===== src/rtl/display_pkg.sv =====
// Shared display definitions: blank levels, scan phase encoding and active-low 7-segment glyphs.
// Glyph bit order is {g,f,e,d,c,b,a}; a 0 lights the segment.
package display_pkg;

  localparam logic [63:0] SEG_OFF = '1;
  localparam logic [63:0] AN_OFF  = '1;

  typedef enum logic {PH_GUARD, PH_DRIVE} phase_e;

  localparam logic [6:0] GLYPH_0 = 7'h40;
  localparam logic [6:0] GLYPH_1 = 7'h79;
  localparam logic [6:0] GLYPH_2 = 7'h24;
  localparam logic [6:0] GLYPH_3 = 7'h30;
  localparam logic [6:0] GLYPH_4 = 7'h19;
  localparam logic [6:0] GLYPH_5 = 7'h12;
  localparam logic [6:0] GLYPH_6 = 7'h02;
  localparam logic [6:0] GLYPH_7 = 7'h78;
  localparam logic [6:0] GLYPH_8 = 7'h00;
  localparam logic [6:0] GLYPH_9 = 7'h10;
  localparam logic [6:0] GLYPH_H = 7'h09;
  localparam logic [6:0] GLYPH_A = 7'h08;
  localparam logic [6:0] GLYPH_L = 7'h47;
  localparam logic [6:0] GLYPH_S = 7'h12;
  localparam logic [6:0] GLYPH_O = 7'h40;
  localparam logic [6:0] GLYPH_F = 7'h0E;
  localparam logic [6:0] GLYPH_U = 7'h41;
  localparam logic [6:0] GLYPH_D = 7'h21;

endpackage


===== src/rtl/display_scan_mux_if.sv =====
// Source-side bus (requests, segment data, blink masks) and pin-side scan outputs of the display mux.
// master = mode/time logic side, slave = the scan mux.
interface display_scan_mux_if #(
  parameter int N_SRC  = 5,
  parameter int DIGITS = 8,
  parameter int SEG_W  = 7
);
  localparam int SRC_W = (N_SRC > 1) ? $clog2(N_SRC) : 1;

  logic [N_SRC-1:0]              src_req;
  logic [N_SRC*DIGITS*SEG_W-1:0] src_seg;
  logic [N_SRC*DIGITS-1:0]       src_blink;
  logic [DIGITS-1:0]             an;
  logic [SEG_W-1:0]              seg;
  logic [SRC_W-1:0]              active_src;
  logic                          src_valid;
  logic                          frame_tick;

  modport master (
    output src_req, src_seg, src_blink,
    input  an, seg, active_src, src_valid, frame_tick
  );

  modport slave (
    input  src_req, src_seg, src_blink,
    output an, seg, active_src, src_valid, frame_tick
  );
endinterface


===== src/rtl/display_scan_mux_prio.sv =====
// Fixed-priority encoder: lowest set request index wins; o_any flags that any request is set.
// Purely combinational.
module prio_encoder #(
  parameter int N     = 5,
  parameter int IDX_W = (N > 1) ? $clog2(N) : 1
) (
  input  logic [N-1:0]     i_req,
  output logic [IDX_W-1:0] o_idx,
  output logic             o_any
);
  always_comb begin
    o_idx = '0;
    for (int i = N - 1; i >= 0; i--) begin
      if (i_req[i]) o_idx = IDX_W'(i);
    end
  end

  assign o_any = |i_req;
endmodule


===== src/rtl/display_scan_mux.sv =====
// Priority-selects a display source once per frame and time-multiplexes its digits onto one
// active-low anode/segment bus with guard blanking and per-digit blink; outputs lag state by one cycle.
module display_scan_mux
  import display_pkg::*;
#(
  parameter int N_SRC        = 5,
  parameter int DIGITS       = 8,
  parameter int SEG_W        = 7,
  parameter int REFRESH_DIV  = 100000,
  parameter int GUARD        = 2,
  parameter int BLINK_FRAMES = 64
) (
  input  logic             clk,
  input  logic             rst,
  display_scan_mux_if.slave bus
);
  localparam int SRC_W = (N_SRC > 1) ? $clog2(N_SRC) : 1;
  localparam int PW    = $clog2(REFRESH_DIV);
  localparam int IW    = $clog2(DIGITS);
  localparam int BW    = (BLINK_FRAMES > 1) ? $clog2(BLINK_FRAMES) : 1;

  logic [PW-1:0]     r_presc;
  logic [IW-1:0]     r_idx;
  phase_e            r_phase;
  logic [SRC_W-1:0]  r_active;
  logic              r_valid;
  logic              r_frame_tick;
  logic [BW-1:0]     r_blink_cnt;
  logic              r_blink_ph;
  logic [DIGITS-1:0] r_an;
  logic [SEG_W-1:0]  r_seg;

  logic              w_digit_tick;
  logic              w_frame_end;
  logic [PW-1:0]     w_presc_nxt;
  logic [SRC_W-1:0]  w_sel_idx;
  logic              w_sel_any;
  logic [SEG_W-1:0]  w_cur_seg;
  logic              w_cur_blink;
  logic              w_blank;
  logic [DIGITS-1:0] w_an_on;

  prio_encoder #(.N(N_SRC), .IDX_W(SRC_W)) u_prio (
    .i_req (bus.src_req),
    .o_idx (w_sel_idx),
    .o_any (w_sel_any)
  );

  assign w_digit_tick = (r_presc == PW'(REFRESH_DIV - 1));
  assign w_frame_end  = w_digit_tick && (r_idx == IW'(DIGITS - 1));
  assign w_presc_nxt  = w_digit_tick ? '0 : r_presc + PW'(1);

  // Segment data and blink mask are read live; only the source choice is frame-latched.
  always_comb begin
    w_cur_seg   = SEG_OFF[SEG_W-1:0];
    w_cur_blink = 1'b0;
    for (int s = 0; s < N_SRC; s++) begin
      for (int d = 0; d < DIGITS; d++) begin
        if (r_active == SRC_W'(s) && r_idx == IW'(d)) begin
          w_cur_seg   = bus.src_seg[(s*DIGITS+d)*SEG_W +: SEG_W];
          w_cur_blink = bus.src_blink[s*DIGITS+d];
        end
      end
    end
  end

  assign w_blank = (r_phase == PH_GUARD) || !r_valid || (w_cur_blink && r_blink_ph);
  assign w_an_on = ~({{(DIGITS-1){1'b0}}, 1'b1} << r_idx);

  always_ff @(posedge clk) begin
    if (rst) begin
      r_presc      <= '0;
      r_idx        <= '0;
      r_phase      <= PH_GUARD;
      r_active     <= '0;
      r_valid      <= 1'b0;
      r_frame_tick <= 1'b0;
      r_blink_cnt  <= '0;
      r_blink_ph   <= 1'b0;
      r_an         <= AN_OFF[DIGITS-1:0];
      r_seg        <= SEG_OFF[SEG_W-1:0];
    end else begin
      r_presc <= w_presc_nxt;

      case (r_phase)
        PH_GUARD: if (w_presc_nxt == PW'(GUARD)) r_phase <= PH_DRIVE;
        PH_DRIVE: if (w_digit_tick) r_phase <= PH_GUARD;
        default:  r_phase <= PH_GUARD;
      endcase

      if (w_digit_tick) r_idx <= (r_idx == IW'(DIGITS - 1)) ? '0 : r_idx + IW'(1);

      r_frame_tick <= w_frame_end;
      if (w_frame_end) begin
        r_active <= w_sel_idx;
        r_valid  <= w_sel_any;
        if (r_blink_cnt == BW'(BLINK_FRAMES - 1)) begin
          r_blink_cnt <= '0;
          r_blink_ph  <= ~r_blink_ph;
        end else begin
          r_blink_cnt <= r_blink_cnt + BW'(1);
        end
      end

      r_an  <= w_blank ? AN_OFF[DIGITS-1:0]  : w_an_on;
      r_seg <= w_blank ? SEG_OFF[SEG_W-1:0] : w_cur_seg;
    end
  end

  assign bus.an         = r_an;
  assign bus.seg        = r_seg;
  assign bus.active_src = r_active;
  assign bus.src_valid  = r_valid;
  assign bus.frame_tick = r_frame_tick;
endmodule


===== src/flat_wrapper.sv =====
// flat-port wrapper written by rule: the top's interface ports become plain ports
module display_scan_mux_flat import display_pkg::*;
#(
  parameter int N_SRC        = 5,
  parameter int DIGITS       = 8,
  parameter int SEG_W        = 7,
  parameter int REFRESH_DIV  = 100000,
  parameter int GUARD        = 2,
  parameter int BLINK_FRAMES = 64
)
  (clk, rst, bus_src_req, bus_src_seg, bus_src_blink, bus_an, bus_seg, bus_active_src, bus_src_valid, bus_frame_tick);
  display_scan_mux_if #(.N_SRC(N_SRC), .DIGITS(DIGITS), .SEG_W(SEG_W)) bus_i ();
  input  logic clk;
  input  logic rst;
  input wire logic [$bits(bus_i.src_req)-1:0] bus_src_req;
  input wire logic [$bits(bus_i.src_seg)-1:0] bus_src_seg;
  input wire logic [$bits(bus_i.src_blink)-1:0] bus_src_blink;
  output wire logic [$bits(bus_i.an)-1:0] bus_an;
  output wire logic [$bits(bus_i.seg)-1:0] bus_seg;
  output wire logic [$bits(bus_i.active_src)-1:0] bus_active_src;
  output wire logic [$bits(bus_i.src_valid)-1:0] bus_src_valid;
  output wire logic [$bits(bus_i.frame_tick)-1:0] bus_frame_tick;
  assign bus_i.src_req = bus_src_req;
  assign bus_i.src_seg = bus_src_seg;
  assign bus_i.src_blink = bus_src_blink;
  assign bus_an = bus_i.an;
  assign bus_seg = bus_i.seg;
  assign bus_active_src = bus_i.active_src;
  assign bus_src_valid = bus_i.src_valid;
  assign bus_frame_tick = bus_i.frame_tick;
  display_scan_mux #(.N_SRC(N_SRC), .DIGITS(DIGITS), .SEG_W(SEG_W), .REFRESH_DIV(REFRESH_DIV), .GUARD(GUARD), .BLINK_FRAMES(BLINK_FRAMES)) u_core (.clk(clk), .rst(rst), .bus(bus_i));
endmodule

===== config.mk =====
export PLATFORM = sky130hd
export DESIGN_NAME = display_scan_mux_flat
export DESIGN_NICKNAME = d
export VERILOG_FILES = /design/src/rtl/display_pkg.sv /design/src/rtl/display_scan_mux_if.sv /design/src/rtl/display_scan_mux_prio.sv /design/src/rtl/display_scan_mux.sv /design/src/flat_wrapper.sv
export SDC_FILE = /design/constraint.sdc
export NUM_CORES = 1
export LEC_CHECK = 0
export ABC_AREA = 1
export CAP_MARGIN = 20
export CORE_MARGIN = 5
export CORE_UTILIZATION = 39
export DETAILED_ROUTE_END_ITERATION = 16
export PLACE_DENSITY_LB_ADDON = 0.15
export SYNTH_ARGS = -nofsm -noshare
export SYNTH_HDL_FRONTEND = slang
export SYNTH_SLANG_ARGS = --single-unit
export TNS_END_PERCENT = 5

===== constraint.sdc =====
create_clock -name clk -period 5.54 [get_ports clk]
set_clock_uncertainty 0.2 [all_clocks]
set_input_delay 0.831 -clock clk [delete_from_list [all_inputs] [get_ports clk]]
set_output_delay 0.831 -clock clk [all_outputs]
set_load 0.02 [all_outputs]

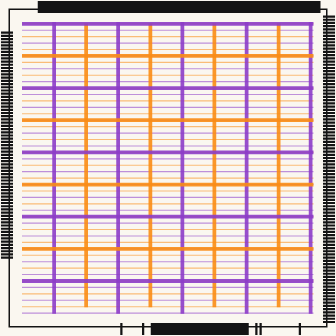
(run_1/pdn.png)
Pins as bars on the die edge.
- VDD: orange
- VSS: purple
- met5 straps: 9
- signal pins: 347
- met4 straps: 9
Die Width: 133.7 um
core area: 15090 sq um
worst vdd ir: 128.6 uV

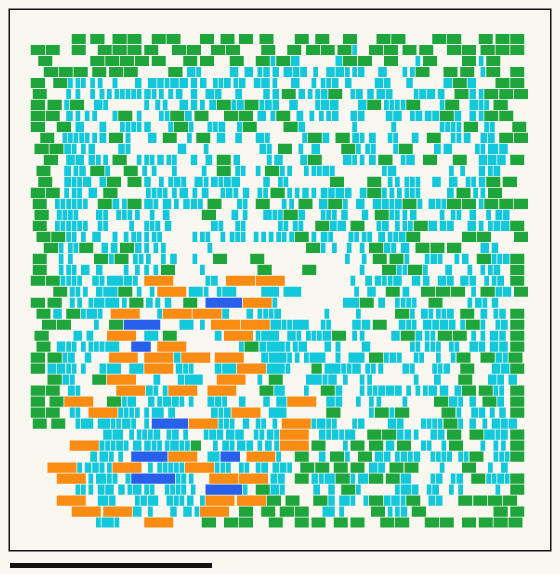
(run_1/cell_classes.png)
Bar = 50 um.
- clock drivers and dummy loads: blue (cells 8)
- all other logic: cyan (cells 1051)
- flops: orange (cells 48)
- other buffers and delay cells: green (cells 348)
sequential portion of the cell area: 9.875%
Site Rows: 45
Design Area, Final: 9731 sq um

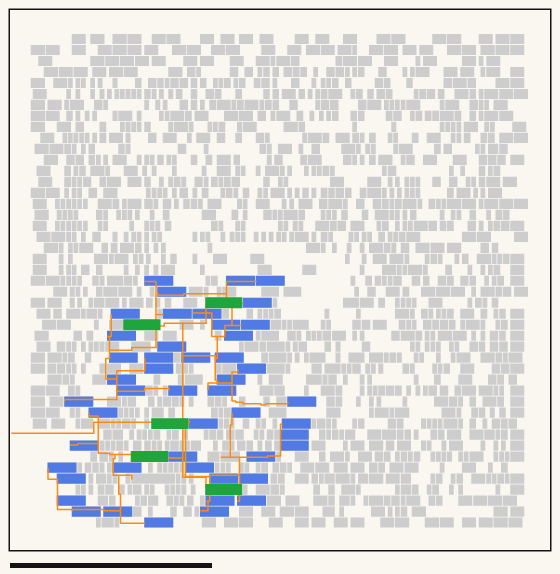
(run_1/clock_map.png)
Bar = 50 um.
- flip-flops: blue (count 48)
- clock wires: orange (length 513 um)
- cells driving clock nets: green (count 5)
- routed clock nets: 6
Clock Power Share: 35.2%
Latency at later pin: 0.28 ns
Clk. pwr: 360 uW

==> out/qor.yml, run 1 <==
outcome:
  status: "finished clean"
logic_synthesis:
  synth_flops: 48
  yosys_area_sq_um: 5964
  top_cell_area_share_pct: 21.71
  post-synth-top-count-cell: "nand2_1"
  avgSynthCellArea_sq_um: 5.292
  ff_type: "dfxtp_1"
  edf_count: 0
global_routing:
  met3_usage_pct: 6.231
  antenna_found_initial: 4
  grt_pass1_vias: 7673
final_timing:
  fin_hold_ws_ns: 0.2761
  setup_violations: 0
  relSlewSlack_pct: 33.62
  period_needed_ns: 4.770
  finalHoldViolCount: 0
  tightest_slew_ns: 0.9926
detailed_routing:
  drt_iter0_markers: 487
  wire_per_inst_um: 16.47
  drc_errors: 0
worst_hold_path:
  hp-class: "reg2reg"
setup_path:
  cp.arrival_ns: 4.73
  crit_family: "simple AND/OR/NAND/NOR gates"
  cp-end-kind: "flip-flop"
  reg2reg_depth: 42
  crit_type: "reg2reg"
  slowest_delay_ns: 0.55
  r2r-end: "u_core.bus.an[0]"
  critPathBufInv: 2
clock_network:
  clock_path_buffers: 2
  clk_pin_slew_ns: 0.06
  post_cts_buffers: 0
  cts_root_buffer: "clkbuf_16"
pwr:
  cellPowerDensity_nw_per_um2: 105.3
run:
  max-cap-violations: 0
cells_and_area:
  layout_top_cell: "clkdlybuf4s50_1"
  drive_gt1_share_pct: 9.759
floorplan:
  chipArea_sq_um: 17870
  io_pins: 347
==> run 1: layer usage <==
metal / routed length, um / part of all wire [%]
met4: 600 / 2.2
met3: 1929 / 7.1
met2: 13530 / 50
met1: 11030 / 41
met5: 13 / 0.048
==> run 1: cells by family after synthesis <==
logic type | synth area share (%)
AND-OR/OR-AND | 9.377
AND/OR/NAND/NOR | 60.50
XOR/XNOR | 0.5873
adder cells (fa/ha/maj) | 1.678
buffers and inverters | 11.75
flip-flops | 16.11
==> run 1: where the power goes <==
part | total (uW) | switching [uW] | leakage (uW) | internal (uW)
sequential | 349 | 1.72 | 0.000388 | 348
combinational | 315 | 86.7 | 0.00364 | 228
clock | 360 | 123 | 0.0000901 | 237
total | 1020 | 211 | 0.00412 | 813
==> run 1: tightest hold or removal path, stage by stage (launching register included) <==
cell and delay [ns]:
dfxtp_1 0.31, nand2_1 0.06, a21oi_1 0.06
==> run 1: worst max path at each step <==
stage | depth (start not counted) | to | from | slack, ns
6_report | 42 | u_core.bus.an[0] | u_core.r_idx[0] | 0.77
4_1_cts | 42 | u_core.bus.an[0] | u_core.r_idx[0] | 0.79
3_5_place_dp | 42 | u_core.bus.an[0] | u_core.r_idx[0] | 0.79
2_1_floorplan | 42 | u_core.bus.seg[0] | u_core.r_idx[0] | 1.63
5_1_grt | 42 | u_core.bus.an[0] | u_core.r_idx[0] | 0.20
3_3_place_gp | 43 | u_core.bus.seg[0] | bus_src_seg[7] | 0.88
==> run 1: layout make-up <==
cell class	count	area share (%)
diodes	3	0.07715
clock buffers	7	1.569
clock inverters	1	0.3086
inverters	150	5.786
multi-input cells	901	44.22
flip-flops and latches	48	9.875
well taps	188	2.417
repair buffers	348	35.75
==> run 1: state kept, by name, indices dropped and copies added, names as in the netlist <==
| name | cells |
|---|---|
| u_core.bus.frame_tick | 1 |
| u_core.r_blink_ph | 1 |
| u_core.bus.src_valid | 1 |
| u_core.r_phase | 1 |
| u_core.bus.active_src | 3 |
| u_core.bus.seg | 7 |
| u_core.bus.an | 8 |
| u_core.r_presc | 17 |
| u_core.r_blink_cnt | 6 |
| u_core.r_idx | 3 |
==> run 1: metrics by stage <==
stage	setup slack, ns	cell area, sq um	instances	total power, uW
floorplan	1.634	5964	1127	416.5
global placement	0.8793	9540	1635	669.7
detailed placement	0.7945	9540	1635	669.1
CTS	0.7935	9723	1643	1030
global route	0.1986	9731	1646	1066
finish	0.7701	9731	1646	1024
==> run_1/metal_stack.png <==
Only two layers are drawn.
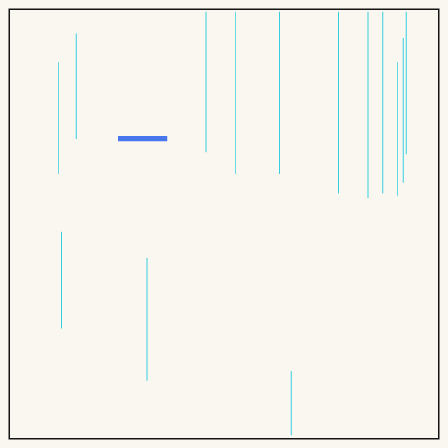

==> run 2: changes to the inputs <==
Settings changed: MAX_ROUTING_LAYER set to met4, SETUP_SLACK_MARGIN set to 0.5.
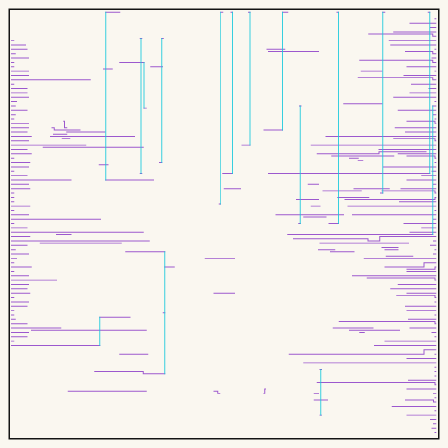
(run_2/metal_stack.png)
Only two layers are drawn.
- met3: purple (wire length 2160 um)
- met4: cyan (wire length 647 um)
Routed WL: 27180 um
GRT Overall Usage: 29.38%

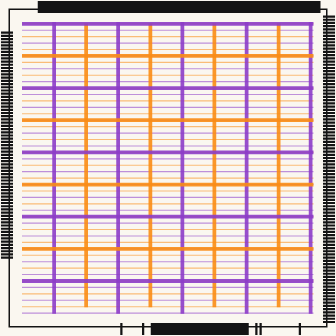
(run_2/pdn.png)
Pins as bars on the die edge.
- VSS: purple
- VDD: orange
- met4 straps: 9
- met5 straps: 9

==> run 2 against run 1 <==
Against the previous run: die area stayed put; sequential share of layout area is 0.064 points lower; routed wire length is 0.28% higher; worst setup slack better by 0.26 ns; synthesized area stayed put; sequential cell count stayed put; sequential power hardly changed; cell count is 0.67% higher; first-iteration DRC count is 14% higher; count of clock-buffer cells in the layout is 2 lower; critical endpoint is now u_core.bus.seg[3].
==> out/qor.yml, run 2 <==
global_routing:
  grt_pass1_vias: 7718  # +0.59%
  antenna_found_initial: 5  # +1
cells_and_area:
  top_register: "u_core.r_presc"
  drive_gt1_share_pct: 10.47  # +0.71 points
  largest_reg_flops: 17  # unchanged
  instances_no_fill: 1657  # +0.67%
  layout_top_cell: "clkdlybuf4s50_1"
logic_synthesis:
  top_cell_area_share_pct: 21.71  # unchanged
  synthesis.nets: 1462
  synth_flops: 48  # unchanged
  post-synth-top-count-cell: "nand2_1"
  edf_count: 0  # unchanged
  yosys_area_sq_um: 5964  # unchanged
  ff_type: "dfxtp_1"
  synthArstFlopShare_pct: 0
  avgSynthCellArea_sq_um: 5.292  # unchanged
setup_path:
  r2r-end: "u_core.bus.seg[3]"
  crit_type: "reg2reg"
  cp-end-kind: "flip-flop"
  cp.arrival_ns: 4.48  # -0.25 ns
  endpoint: "u_core.bus.seg[3]"
  cp_num_cells: 47  # +12%
  crit_family: "simple AND/OR/NAND/NOR gates"
  slowest_delay_ns: 0.33  # -0.22 ns
  crit_start: "u_core.r_idx[0]"
  critPathBufInv: 1  # -1
final_timing:
  relSlewSlack_pct: 51.70  # +18 points
  period_needed_ns: 4.507  # -0.2625 ns
  setup_tns_ns: 0
  fin_hold_ws_ns: 0.2690  # -0.007176 ns
  setup_violations: 0  # unchanged
placement:
  placed_cells: 1636  # +0.061%
detailed_routing:
  dr.pass1.iters: 5
  drc_errors: 0  # unchanged
  drt_iter0_markers: 557  # +14%
  wire_per_inst_um: 16.40  # -0.39%
clock_network:
  clk_latency_ns: 0.29  # about the same
  cts_root_buffer: "clkbuf_16"
  clk_pin_slew_ns: 0.06  # about the same
floorplan:
  coreArea_sq_um: 15090  # unchanged
  rows: 45  # unchanged
  die_h_um: 133.7
  io_pins: 347  # unchanged
  dieWidth_um: 133.7  # unchanged
  chipArea_sq_um: 17870  # unchanged
pwr:
  seqPwrFrac_pct: 34.7  # +0.6 points
  cellPowerDensity_nw_per_um2: 102.6  # -2.5%
  pwr-share-clk_pct: 33.8  # -1.4 points
  switching_share_pct: 21.65  # +1.1 points
  p_int_uw: 788.3  # -3.1%
  p_sw_uw: 217.9  # +3.3%
  comb_power_share_pct: 31.5  # +0.8 points
outcome:
  status: "finished clean"
run:
  max-cap-violations: 0  # unchanged
worst_hold_path:
  hp-class: "reg2reg"
  min_path_cells: 2
run 2: final cells by class:
cell class | instances | area (sq um)
sequential | 48 | 962.2
timing repair buffer | 355 | 3531
multi-input combinational | 901 | 4330
clock inverter | 3 | 42.54
fill | 1484 | 5283
inverter | 150 | 563.0
clock buffer | 5 | 125.1
antenna | 7 | 17.52
tap | 188 | 235.2
run 2: how the worst min path moves through the flow:
| stage | slack, ns | end |
|---|---|---|
| finish | 0.27 | u_core.r_phase |
| global route | 0.31 | u_core.r_phase |
| CTS | 0.27 | u_core.r_phase |
| detailed placement | 0.26 | u_core.r_phase |
| global placement | 0.25 | u_core.r_phase |
| floorplan | 0.25 | u_core.r_phase |
run 2: power groups by stage:
| stage | logic (uW) | clock network (uW) | registers [uW] |
|---|---|---|---|
| final | 317 | 340 | 349 |
| after global routing | 340 | 356 | 350 |
| after CTS | 316 | 343 | 349 |
| after detailed placement | 314 | 0 | 357 |
| after global placement | 314 | 0 | 357 |
| after floorplan | 59.9 | 0 | 357 |
run 2: per-stage QoR:
step / total power [uW] / setup slack [ns] / instance area [sq um]
final: 1006 / 1.033 / 9807
after global routing: 1045 / 0.4203 / 9802
after CTS: 1008 / 0.7981 / 9716
after detailed placement: 670.5 / 0.8189 / 9548
after global placement: 671.4 / 0.8235 / 9548
after floorplan: 416.5 / 1.634 / 5964
run 2: repair_timing:
action / in CTS / in global routing
setup endpoints to repair: 0 / 15
setup buffers: 0 / 6
hold endpoints to repair: 0 / 0
gates resized: 0 / 11
run 2: logic make-up after synthesis:
group	Yosys count	synth area share, %
adder cells (fa/ha/maj)	8	1.678
flip-flops	48	16.11
AND/OR/NAND/NOR	787	60.50
XOR/XNOR	4	0.5873
buffers and inverters	178	11.75
AND-OR/OR-AND	102	9.377
run 2: worst register-to-register path, delay by kind of cell (launching register included):
kind                     cells  cell delay (ns)
buffers and inverters        1             0.12
adder cells (fa/ha/maj)      1             0.21
flip-flops                   1             0.33
AND-OR/OR-AND                4             0.43
AND/OR/NAND/NOR             41             3.10
run 2: layer usage:
metal	up-vias	share of wire (%)	global-route usage, %
li1	4240	-	-
met4	0	2.4	8.057
met1	3656	40	34.51
met2	299	50	50.65
met3	34	7.9	6.533
met5	-	0	-
==> run_2/cell_classes.png <==
Bar = 50 um.
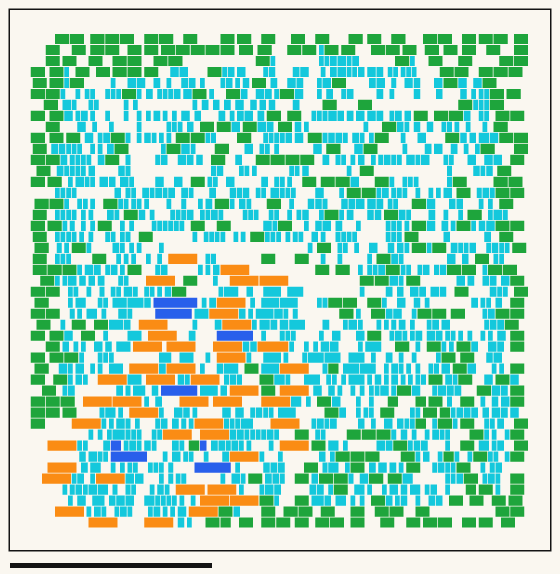

==> run 3: changes to the inputs <==
Settings changed: CORE_ASPECT_RATIO set to 1.25, CORE_UTILIZATION 39 to 36.
Clock period 5.54 ns to 4.1 ns, I/O delays scaled along.
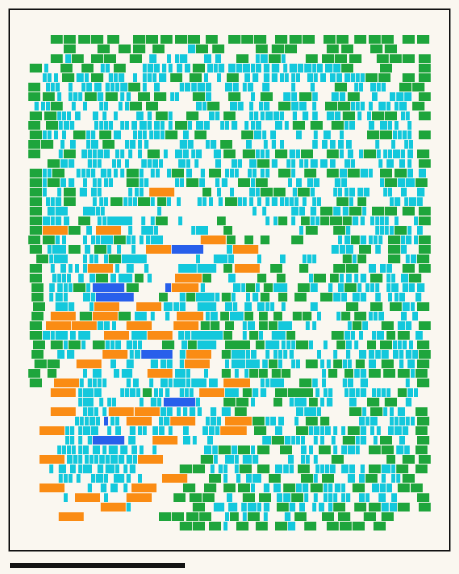
(run_3/cell_classes.png)
Bar = 50 um.
- flops: orange (cells 48)
- other buffers and delay cells: green (cells 418)
- all other logic: cyan (cells 1052)
- clock drivers and dummy loads: blue (cells 8)

==> run 3 against run 2 <==
Against the previous run: register-to-register slack worse by 1.2 ns; sequential share of layout area fell by 0.51 points; synthesized cell count unchanged; via count rose by 1.1%; die area increased by 7.8%; the run now ends with negative setup slack left; count of clock-buffer cells in the layout up 1; sequential power is 35% higher; first-iteration DRC count down 0.72%; largest power group unchanged; core utilization is 0.95 points lower; critical path depth shrank 1; clock power up 35%; global-route usage shrank 2.5 points.
==> out/qor.yml, run 3 <==
floorplan:
  dieWidth_um: 125.1  # -6.4%
  io_pins: 347  # unchanged
  coreArea_sq_um: 16270  # +7.8%
  die_h_um: 153.9  # +15%
  chipArea_sq_um: 19260  # +7.8%
  rows: 52  # +16%
global_routing:
  grt_max_degree: 27
  antenna_found_initial: 0  # -5
  use_met2_pct: 48.17  # -2.5 points
  met3_usage_pct: 5.378  # -1.2 points
  use_met1_pct: 30.20  # -4.3 points
  grtUsageTotal_pct: 26.87  # -2.5 points
  grt_pass1_vias: 8037  # +4.1%
  grt.busiest_layer: "met2"
outcome:
  status: "finished with violations"
  failed_checks: "negative setup slack"
detailed_routing:
  wire_per_inst_um: 15.41  # -6.1%
  drc_errors: 0  # unchanged
  drt_iter0_markers: 553  # -0.72%
  drt-total-wl_um: 26850  # -1.2%
cells_and_area:
  drive_gt1_share_pct: 15.60  # +5.1 points
  fin_area_sq_um: 10420  # +6.2%
  largest_reg_flops: 17  # unchanged
  antenna_cells: 0  # -7
  layout_top_cell: "clkdlybuf4s50_1"
  instances_no_fill: 1742  # +5.1%
  top_register: "u_core.r_presc"
final_timing:
  fin_hold_ws_ns: 0.2758  # +0.006830 ns
  period_needed_ns: 4.302  # -0.2052 ns
  setup_violations: 15  # +15
  worst_slack_ns: -0.2021  # -1.235 ns
  relSlewSlack_pct: 44.72  # -7.0 points
logic_synthesis:
  synthesis.nets: 1462  # unchanged
  ff_type: "dfxtp_1"
  synth_flops: 48  # unchanged
  avgSynthCellArea_sq_um: 5.292  # unchanged
  yosys_area_sq_um: 5964  # unchanged
  post-synth-top-count-cell: "nand2_1"
  edf_count: 0  # unchanged
worst_hold_path:
  hold_end: "u_core.r_phase"
  min_path_cells: 2  # unchanged
  hp-class: "reg2reg"
placement:
  placed_cells: 1729  # +5.7%
  placed_area_sq_um: 10130  # +6.1%
  dp_slack_ns: -0.4753  # -1.294 ns
setup_path:
  crit_start: "u_core.r_idx[0]"
  r2r-end: "u_core.bus.an[7]"
  cp-end-kind: "flip-flop"
  cp.arrival_ns: 4.27  # -0.21 ns
  slowest_delay_ns: 0.35  # +0.02 ns
pwr:
  finalPower_uw: 1356  # +35%
clock_network:
  cts_root_buffer: "clkbuf_16"
run:
  max-cap-violations: 0  # unchanged
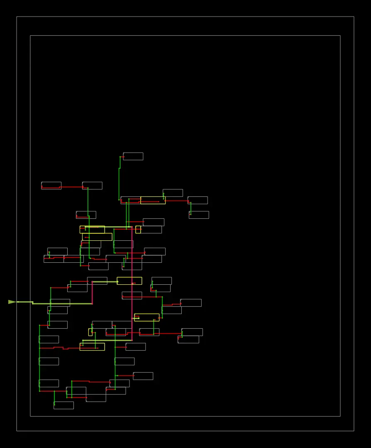
(run_3/final_clocks.png)
Latency at later pin: 0.29 ns
CLK BUF: 6
Seq cells: 48
clk sinks: 48
Num CTS Buffers: 5

## run 3: cell families (layout without fill, tap and decap cells)
family	Yosys count	in the layout	share of synthesized area, %
buffers and inverters	178	576	11.75
AND/OR/NAND/NOR	787	788	60.50
XOR/XNOR	4	4	0.5873
flip-flops	48	48	16.11
adder cells (fa/ha/maj)	8	8	1.678
AND-OR/OR-AND	102	102	9.377
## run 3: area by class of cell
type	count	area, sq um
Fill cell	1596	5848
Multi-Input combinational cell	902	4419
Timing Repair Buffer	418	4029
Sequential cell	48	968.4
Inverter	150	566.8
Tap cell	216	270.3
Clock buffer	6	128.9
Clock inverter	2	35.03
## run 3: worst max-delay path by stage
| stage | endpoint | slack [ns] | cells past startpoint |
|---|---|---|---|
| after floorplan | u_core.bus.seg[0] | 0.42 | 45 |
| after global placement | u_core.bus.an[2] | -0.47 | 45 |
| after detailed placement | u_core.bus.an[7] | -0.48 | 45 |
| after CTS | u_core.bus.an[7] | -0.22 | 46 |
| after global routing | u_core.bus.seg[0] | -0.77 | 47 |
| final | u_core.bus.an[7] | -0.20 | 46 |
## run 3: critical path: cells and delay by family (launching register included)
family,cells,cell delay [ns]
adder cells (fa/ha/maj),2,0.36
buffers and inverters,2,0.20
flip-flops,1,0.35
AND/OR/NAND/NOR,42,3.03
## run 3: layer usage
metal	part of all wire (%)	wire length (um)
met5	0	0
met4	3.1	845
met3	7.5	2024
met2	50	13530
met1	39	10440
## run 3: where the power goes
group          internal (uW)  total (uW)  switching, uW  leakage (uW)
sequential               470         472           2.33      0.000391
clock                    287         460            173     0.0000808
combinational            309         424            115       0.00399
## run 3: repair_timing
action                     in CTS  in global routing
gates resized                  15                  5
hold buffers                    0                  0
pin swaps                       5                  0
setup endpoints to repair      15                 15
gates cloned                    1                  0
buffers inserted                4                  0
## run 3: through the flow
stage	util (%)	TNS (ns)
5_1_grt	64.05	-10.84
6_report	64.05	-2.659
2_1_floorplan	-	0
4_1_cts	63.92	-3.051
3_5_place_dp	62.29	-6.719
3_3_place_gp	62.29	-6.714
Power is estimated from default activity; no workload was simulated.
